Figure 1. Signal wires on met2.
(6 px per um) Cells faint in the background.
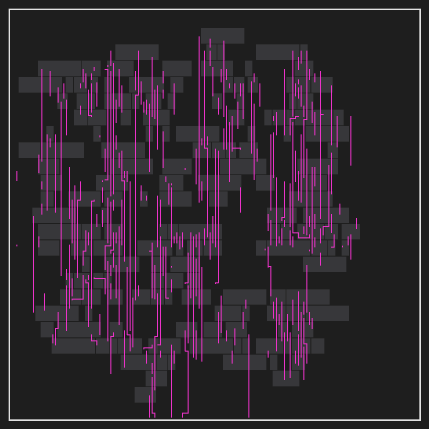
Figure 2. Routed clock nets over the placement.
(8 px per um)
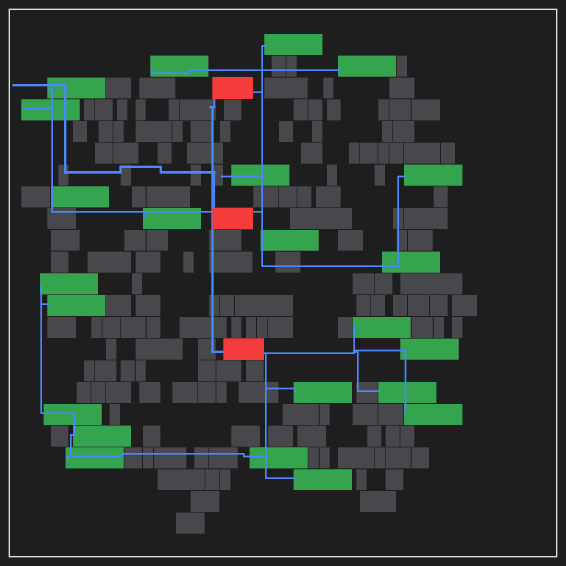
Figure 3. Clock nets.
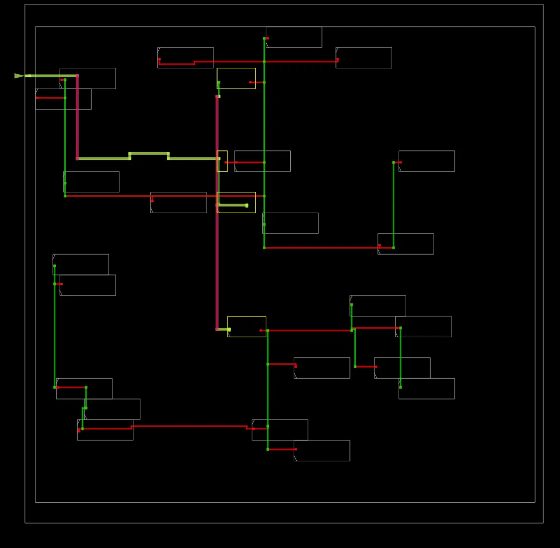
Figure 4. A small window of the routed layout.
Window x 2 to 32, y 36 to 66 um. Cells in grey, sequential cells in the stronger grey; small squares are vias.
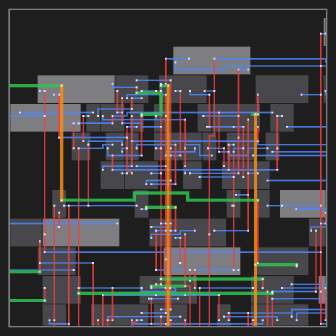
Figure 5. Placed cells, one colour a class.
(6 px per um) Fill, decap, tap and diode cells in grey.
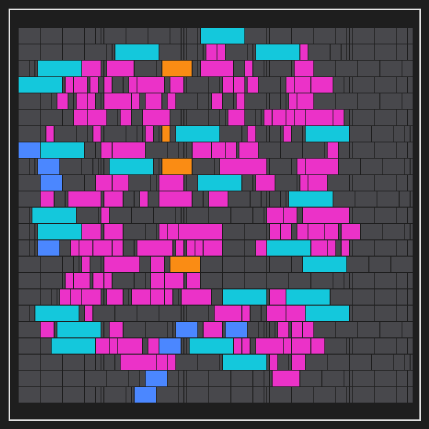
## src/rtl/ips_hsst_rst_pkg.sv

```systemverilog
// Shared definitions for the HSST lane reset sequencers: state encoding,
// default cycle counts, the Moore output decode and counter sizing helpers.
package ips_hsst_rst_pkg;

    // Raw state encoding, kept as plain constants so other blocks and
    // debug logic can compare against the same values.
    localparam logic [2:0] ST_IDLE     = 3'd0;
    localparam logic [2:0] ST_PMA_RST  = 3'd1;
    localparam logic [2:0] ST_WAIT_CDR = 3'd2;
    localparam logic [2:0] ST_PCS_RST  = 3'd3;
    localparam logic [2:0] ST_DONE     = 3'd4;

    typedef enum logic [2:0] {
        IDLE     = ST_IDLE,
        PMA_RST  = ST_PMA_RST,
        WAIT_CDR = ST_WAIT_CDR,
        PCS_RST  = ST_PCS_RST,
        DONE     = ST_DONE
    } rx_rst_state_e;

    // Default cycle counts for a production lane.
    localparam int DEF_PMA_RST_CYC   = 32;
    localparam int DEF_DEBOUNCE_CYC  = 8;
    localparam int DEF_LOCK_WAIT_CYC = 2048;
    localparam int DEF_PCS_RST_CYC   = 16;

    // The three level outputs that follow the state.
    typedef struct packed {
        logic pma_rst;
        logic pcs_rst;
        logic rst_done;
    } rx_rst_outs_t;

    // Bits needed to hold any value from 0 up to and including max_val.
    function automatic int cnt_width(input int max_val);
        if (max_val < 1) begin
            return 1;
        end
        return $clog2(max_val + 1);
    endfunction

    function automatic int max_of(input int a, input int b);
        return (a > b) ? a : b;
    endfunction

    // Output levels for each state. PMA reset is only released once the
    // PLL has been locked long enough; PCS reset is released last.
    function automatic rx_rst_outs_t state_outputs(input rx_rst_state_e s);
        rx_rst_outs_t o;
        o = '{pma_rst: 1'b1, pcs_rst: 1'b1, rst_done: 1'b0};
        case (s)
            IDLE:     o = '{pma_rst: 1'b1, pcs_rst: 1'b1, rst_done: 1'b0};
            PMA_RST:  o = '{pma_rst: 1'b1, pcs_rst: 1'b1, rst_done: 1'b0};
            WAIT_CDR: o = '{pma_rst: 1'b0, pcs_rst: 1'b1, rst_done: 1'b0};
            PCS_RST:  o = '{pma_rst: 1'b0, pcs_rst: 1'b1, rst_done: 1'b0};
            DONE:     o = '{pma_rst: 1'b0, pcs_rst: 1'b0, rst_done: 1'b1};
            default:  o = '{pma_rst: 1'b1, pcs_rst: 1'b1, rst_done: 1'b0};
        endcase
        return o;
    endfunction

endpackage

```

## src/rtl/ips_hsst_lock_debounce.sv

```systemverilog
// Saturating consecutive-high counter used to qualify CDR lock.
// 'stable' is high in the cycle whose sample brings the run of consecutive
// high samples up to DEBOUNCE_CYC, so the parent can change state on that
// same edge without waiting an extra cycle for a registered flag.
module ips_hsst_lock_debounce
    import ips_hsst_rst_pkg::*;
#(
    parameter int DEBOUNCE_CYC = DEF_DEBOUNCE_CYC
) (
    input  logic clk,
    input  logic rst,
    input  logic clear,
    input  logic level,
    output logic stable
);

    localparam int              DB_W   = cnt_width(DEBOUNCE_CYC);
    localparam logic [DB_W-1:0] DB_MAX = DB_W'(DEBOUNCE_CYC);

    logic [DB_W-1:0] count;
    logic [DB_W-1:0] count_nxt;

    // Next run length: any low sample or a clear restarts the run, otherwise
    // count up and stick at the threshold.
    always_comb begin
        count_nxt = '0;
        if (!clear && level) begin
            if (count == DB_MAX) begin
                count_nxt = DB_MAX;
            end else begin
                count_nxt = count + DB_W'(1);
            end
        end
    end

    // Run-length register.
    always_ff @(posedge clk) begin
        if (rst) begin
            count <= '0;
        end else begin
            count <= count_nxt;
        end
    end

    assign stable = (count_nxt == DB_MAX);

endmodule

```

## src/rtl/ips_hsst_rx_rst_fsm_v1_0.sv

```systemverilog
// Receive-side HSST reset sequencer. Walks the lane RX out of reset in
// order: PLL lock, PMA reset hold, debounced CDR lock with timeout, PCS
// reset hold, then done. All outputs are registered with the state so
// nothing downstream sees a combinational path from the lock inputs.
module ips_hsst_rx_rst_fsm_v1_0
    import ips_hsst_rst_pkg::*;
#(
    parameter int PMA_RST_CYC   = DEF_PMA_RST_CYC,
    parameter int DEBOUNCE_CYC  = DEF_DEBOUNCE_CYC,
    parameter int LOCK_WAIT_CYC = DEF_LOCK_WAIT_CYC,
    parameter int PCS_RST_CYC   = DEF_PCS_RST_CYC
) (
    input  logic clk,
    input  logic rst,
    input  logic pll_lock_synced,
    input  logic sigdet_synced,
    input  logic cdr_lock_synced,
    input  logic force_rst,
    output logic rx_pma_rst,
    output logic rx_pcs_rst,
    output logic rx_rst_done,
    output logic rx_timeout
);

    // One down-counter is shared by the PMA hold, the CDR timeout and the
    // PCS hold, so it is sized for the largest of them.
    localparam int CNT_MAX = max_of(max_of(PMA_RST_CYC, DEBOUNCE_CYC),
                                    max_of(LOCK_WAIT_CYC, PCS_RST_CYC));
    localparam int CNT_W   = cnt_width(CNT_MAX);

    localparam logic [CNT_W-1:0] PMA_LOAD  = CNT_W'(PMA_RST_CYC - 1);
    localparam logic [CNT_W-1:0] LOCK_LOAD = CNT_W'(LOCK_WAIT_CYC - 1);
    localparam logic [CNT_W-1:0] PCS_LOAD  = CNT_W'(PCS_RST_CYC - 1);

    rx_rst_state_e    state;
    rx_rst_state_e    state_nxt;
    logic [CNT_W-1:0] cnt;
    logic [CNT_W-1:0] cnt_nxt;
    logic             timeout_nxt;
    rx_rst_outs_t     outs;

    logic             db_clear;
    logic             db_stable;
    logic             link_ok;

    // The debounce run only accumulates while waiting for CDR; any other
    // state holds it at zero so every WAIT_CDR visit starts a fresh run.
    assign db_clear = (state != WAIT_CDR);
    assign link_ok  = cdr_lock_synced & sigdet_synced;

    ips_hsst_lock_debounce #(
        .DEBOUNCE_CYC (DEBOUNCE_CYC)
    ) u_cdr_debounce (
        .clk    (clk),
        .rst    (rst),
        .clear  (db_clear),
        .level  (link_ok),
        .stable (db_stable)
    );

    // Next-state and counter decision. Soft reset and PLL loss override
    // everything; within a state, loss of lock beats counter expiry, and
    // a debounce that completes on the timeout cycle still counts as lock.
    always_comb begin
        state_nxt   = state;
        cnt_nxt     = cnt;
        timeout_nxt = 1'b0;

        if (force_rst) begin
            state_nxt = IDLE;
            cnt_nxt   = '0;
        end else if ((state != IDLE) && !pll_lock_synced) begin
            state_nxt = IDLE;
            cnt_nxt   = '0;
        end else begin
            case (state)
                IDLE: begin
                    if (pll_lock_synced) begin
                        state_nxt = PMA_RST;
                        cnt_nxt   = PMA_LOAD;
                    end
                end

                PMA_RST: begin
                    if (cnt == '0) begin
                        state_nxt = WAIT_CDR;
                        cnt_nxt   = LOCK_LOAD;
                    end else begin
                        cnt_nxt = cnt - CNT_W'(1);
                    end
                end

                WAIT_CDR: begin
                    if (db_stable) begin
                        state_nxt = PCS_RST;
                        cnt_nxt   = PCS_LOAD;
                    end else if (cnt == '0) begin
                        state_nxt   = PMA_RST;
                        cnt_nxt     = PMA_LOAD;
                        timeout_nxt = 1'b1;
                    end else begin
                        cnt_nxt = cnt - CNT_W'(1);
                    end
                end

                PCS_RST: begin
                    if (!cdr_lock_synced) begin
                        state_nxt = PMA_RST;
                        cnt_nxt   = PMA_LOAD;
                    end else if (cnt == '0) begin
                        state_nxt = DONE;
                        cnt_nxt   = '0;
                    end else begin
                        cnt_nxt = cnt - CNT_W'(1);
                    end
                end

                DONE: begin
                    if (!sigdet_synced || !cdr_lock_synced) begin
                        state_nxt = PMA_RST;
                        cnt_nxt   = PMA_LOAD;
                    end
                end

                default: begin
                    state_nxt = IDLE;
                    cnt_nxt   = '0;
                end
            endcase
        end
    end

    // State, counter and outputs update together so the outputs always
    // describe the state that was just entered.
    always_ff @(posedge clk) begin
        if (rst) begin
            state      <= IDLE;
            cnt        <= '0;
            outs       <= state_outputs(IDLE);
            rx_timeout <= 1'b0;
        end else begin
            state      <= state_nxt;
            cnt        <= cnt_nxt;
            outs       <= state_outputs(state_nxt);
            rx_timeout <= timeout_nxt;
        end
    end

    assign rx_pma_rst  = outs.pma_rst;
    assign rx_pcs_rst  = outs.pcs_rst;
    assign rx_rst_done = outs.rst_done;

endmodule

```

## config.mk

```make
export PLATFORM = sky130hd
export DESIGN_NAME = ips_hsst_rx_rst_fsm_v1_0
export DESIGN_NICKNAME = d
export VERILOG_FILES = /design/src/rtl/ips_hsst_rst_pkg.sv /design/src/rtl/ips_hsst_lock_debounce.sv /design/src/rtl/ips_hsst_rx_rst_fsm_v1_0.sv
export SDC_FILE = /design/constraint.sdc
export NUM_CORES = 1
export LEC_CHECK = 0
export CORE_UTILIZATION = 35
export DETAILED_ROUTE_END_ITERATION = 10
export PLACE_DENSITY = 0.48
export SYNTH_ARGS = -nofsm -noshare
export SYNTH_HDL_FRONTEND = slang
export SYNTH_HIERARCHICAL = 1
export SYNTH_SLANG_ARGS = --single-unit
```

## constraint.sdc

```tcl
create_clock -name clk -period 6.3 [get_ports clk]
set_input_delay 1.26 -clock clk [delete_from_list [all_inputs] [get_ports clk]]
set_output_delay 1.26 -clock clk [all_outputs]
set_load 0.005 [all_outputs]
```

==> notes.md <==
Latest figures from synthesis and place and route.

In the layout the tool counted multi-input logic cells amounting to 130. Yosys mapped the design onto 61 distinct sky130hd cell types. For this design the ratio of total power to cell area is 195 nW/um2. The destination of the critical timing path is cnt[0].

The deepest clock path buffer count is 2. The async set-reset flop share out of synthesis is 0%. The global-route met1 utilization is 22.0%. Hold repair after CTS inserted 0 buffers.

The floorplan step set the die width to 68.2 um. The met3 layer usage reported by global route is 2.33%. The number of placed instances, taps included, is between 200 and 250. STA on the placed design reports a worst setup slack of 2.70 ns.

Looking at the post-CTS report, the setup buffer insertion count equals 0. According to the Yosys statistics, the synthesized design has a chip area of 1540 um2. The summed instance area of the synthesized netlist is around 1500 um2. The minimum clock period after layout is 3.30 ns. The clock slew seen by the registers of the worst setup and hold paths is roughly 0.090 ns. Excluding fillers, the count of instances in the completed layout stands at about 230. The instance tally after logic synthesis is about 170. The transition time recorded at the tightest slew-check pin is 0.772 ns. The total of max-cap violations is 0.

The routed via count is 1289. The beginning of the worst hold path is u_cdr_debounce/count[0]. The amount of wire on met2 after detailed routing is 1530 um.

The highest metal layer used by the detailed router is met4. Sequential cells burn 47.3% of the power. The number of antenna diodes in the final layout is 0. The via-per-instance ratio is 5.60.

The fraction of the core area occupied by cells at floorplan is 37.3%. Of the total standard cell area in the layout, the sequential portion is between 20% and 30%. Headroom to the max-slew limit came out at 48.2%.

The dominant cell by count in the synthesized netlist is dfxtp_1. The global-route wire length before repair is 5800 um. The worst reg2reg path endpoint is cnt[0].

In the final layout, the registers with the most flip-flops are cnt (12), u_cdr_debounce/count (4), state (3). In this run the critical path is formed by clkdlybuf4s50_1, and2_1, nand2b_4, nor4_2, inv_1, nor2_1, o21a_2, a21oi_1, a221oi_2. The clock root buffer is clkbuf_8. Of the total standard cell area in the layout, the multi-input combinational portion is 57.5%. The proportion of final cell area spent on non-clock buffers is 5.38%. The total DRC errors in the routed layout is 0.

The number of global-route vias before repair is approximately 1.2k. Per report_power, the top consumer among the power groups is sequential cells. The logic depth of the worst setup path including buffers is 9.

Data on the critical path arrives at its endpoint at about 3.5 ns. The number of antenna-violating nets in the routed design is 0. The area fraction of the dominant cell type after synthesis is 30.0%. The largest fanout on the critical path is 8. The area taken by multi-input combinational cells is reported as 963 um2. The final-layout setup total negative slack is 0 ns.

The endpoint of the worst hold path is reported as u_cdr_debounce/count[0]. According to the floorplan report, the die height is 68.2 um. The design area is 1670 um2. The number of nets at floorplan is 184. The core occupancy in the finished layout is 40.7%.

The final number of hold-violating endpoints is 0. cnt holds more flip-flops than any other register. The area fraction in compound gates is 25.2%. Summing over the stages, the warning tally comes to 28. STA classifies the critical path startpoint as an input port. The startpoint of the worst setup timing path is cdr_lock_synced. The area fraction in mux cells is less than 1%. The cell at the slowest stage of the critical path is clkdlybuf4s50_1. After legalization and detailed placement, the total HPWL measured 2500 um. The share of final-layout standard cells stronger than drive strength 1 is 17.2%. The maximum number of pins on one net before global-route repair is 15. STA classifies the critical path endpoint as a flip-flop. The switching power is 0.102 mW. For reference, the top cells by count after synthesis are dfxtp_1, nor2_1, inv_1.

The power in sequential cells is 0.154 mW. The data required time of the worst path is 6.49 ns. The flow ran to the end, and the final reports show no timing, DRC or antenna violations. The iteration tally of the first detailed-router pass is 4.

The flow measured a signed area growth from synthesis to layout of 9.05%. Among cell families on the critical path, the largest total delay comes from simple AND/OR/NAND/NOR gates. Yosys attributes the largest share of cell area to dfxtp_1, nor2_1, ha_1, inv_1, a21oi_1.

The total cells reported by yosys after synthesis is 174. The report lists the number of standard-cell rows as 23. STA reports a reg2reg setup slack of 3.64 ns. The final critical-path setup slack is approximately 3 ns.

The post-route clock period utilization is 52.4%. The maximum clock frequency is around 300 MHz. The top cell type in the final layout, fill and taps aside, is dfxtp_1. Counting pins that exceed their max-slew limit in the final report gives 0. Among the non-sequential cells, simple AND/OR/NAND/NOR gates take the most area. Per the synthesis report, the adder-cell share of the synthesized area is 3.99%. Per the post-run analysis, buffers plus inverters along the critical path come to 2. The quantity of gates resized following cts is 0.

Per the power-grid run, VDD falls by no more than approximately 92 uV. STA lists the startpoint of the worst register-to-register path as state[1]. The total of plain and repair buffers excluding clock buffers is 9. RePlAce ended its routability-driven mode at a weighted congestion of 0.867. During placement, the flow inserted port buffers numbering 9. The depth of the worst hold-timing path is 1. The share of final layout cell area taken by clock buffers and inverters is 2.69%. The path class of the tightest hold or removal check is flip-flop to flip-flop. The combinational fraction of design power is 24.0%. The class of the most critical setup path is input port to flip-flop. Per the OpenROAD floorplan log, the area of the die is between 4000 and 5000 um2. The I/O pin count is 10.

The mean cell area of the mapped netlist is 8.82 um2. The maximum level of the CTS H-tree is 1. Looking at the power breakdown, the clock network takes between 20 and 30% of the total. In the layout the commonest cells are dfxtp_1, nor2_1, inv_1. The number of antenna violations at the first check in global routing is 0. For this design the static power due to leakage is about 0.59 nW. At the end of the flow, the number of nets in the layout was about 190. The script logs the mean routed wire length per placed instance as 14.5 um. The cell-mix breakdown from Yosys lists the XOR/XNOR area share as 2.28%. Setup repair after global routing left no endpoint under its margin. After detailed placement, the total cell area comes to 1630 um2. The met3 routed wirelength is 118 um. The number of inserted filler cells in the final layout is 426.

The dominant register cell is dfxtp_1. The total number of tap cells is 50. The switching power share of the total is a little under a third.

After detailed routing, the wire length on met1 is 1610 um. The cell count of the worst reg-to-reg path is 8. Per the OpenROAD floorplan log, the area of the core is 4120 um2. In this design, the stage delay of the slowest critical-path cell is 0.62 ns.

The non-clock inverters instantiated in the layout total 14. The final tally of setup violations is 0. The total track usage is between 10% and 20%.

The register with the most flip-flops in the layout has 12 of them. The proportion of synthesized chip area in sequential cells is 30.0%. Final hold analysis gives a worst-case slack of 0.510 ns. The global router reports that the layer with the highest usage is met2.
Back to the opening pictures, Figure 1:
longest straight run: 34.2 um
main direction: vertical
share of all routed wire: 46%
wire length on this layer: 1530 um
met2 usage: 26.6%
DRT Wirelength: 3330 um

Back to the opening pictures, Figure 2:
[green] flip-flops | count: 23
[red] clock drivers | count: 3
[blue] clock wires | length: 332 um
routed clock nets: 4
flops lie: all over the die
reported clock group power: 0.0935 mW
final setup skew: 0.00793 ns
clock insertion delay at the later pin of the skew report: 0.27 ns

Back to the opening pictures, Figure 3:
layout sequential cell count: 23
# clock sinks: 23
clock buffer count: 4
total clock buffers created by CTS: 3

Back to the opening pictures, Figure 4:
| colour | layer |
|---|---|
| green | metal 3 |
| orange | metal 4 |
| blue | metal 1 |
| red | metal 2 |
netlist names of flops here include: cnt (5), rx_pcs_rst (1)
cells with their middle in the window: 46
sequential cells in the window: 6
most frequent: dfxtp_1 (6), nor2_1 (4)

Back to the opening pictures, Figure 5:
| colour | class | cells |
|---|---|---|
| orange | clock drivers and dummy loads | 4 |
| magenta | combinational and other logic | 144 |
| blue | other buffers and delay cells | 9 |
| cyan | flops | 23 |

No activity file was given, so power comes from the tool's default toggle rates.
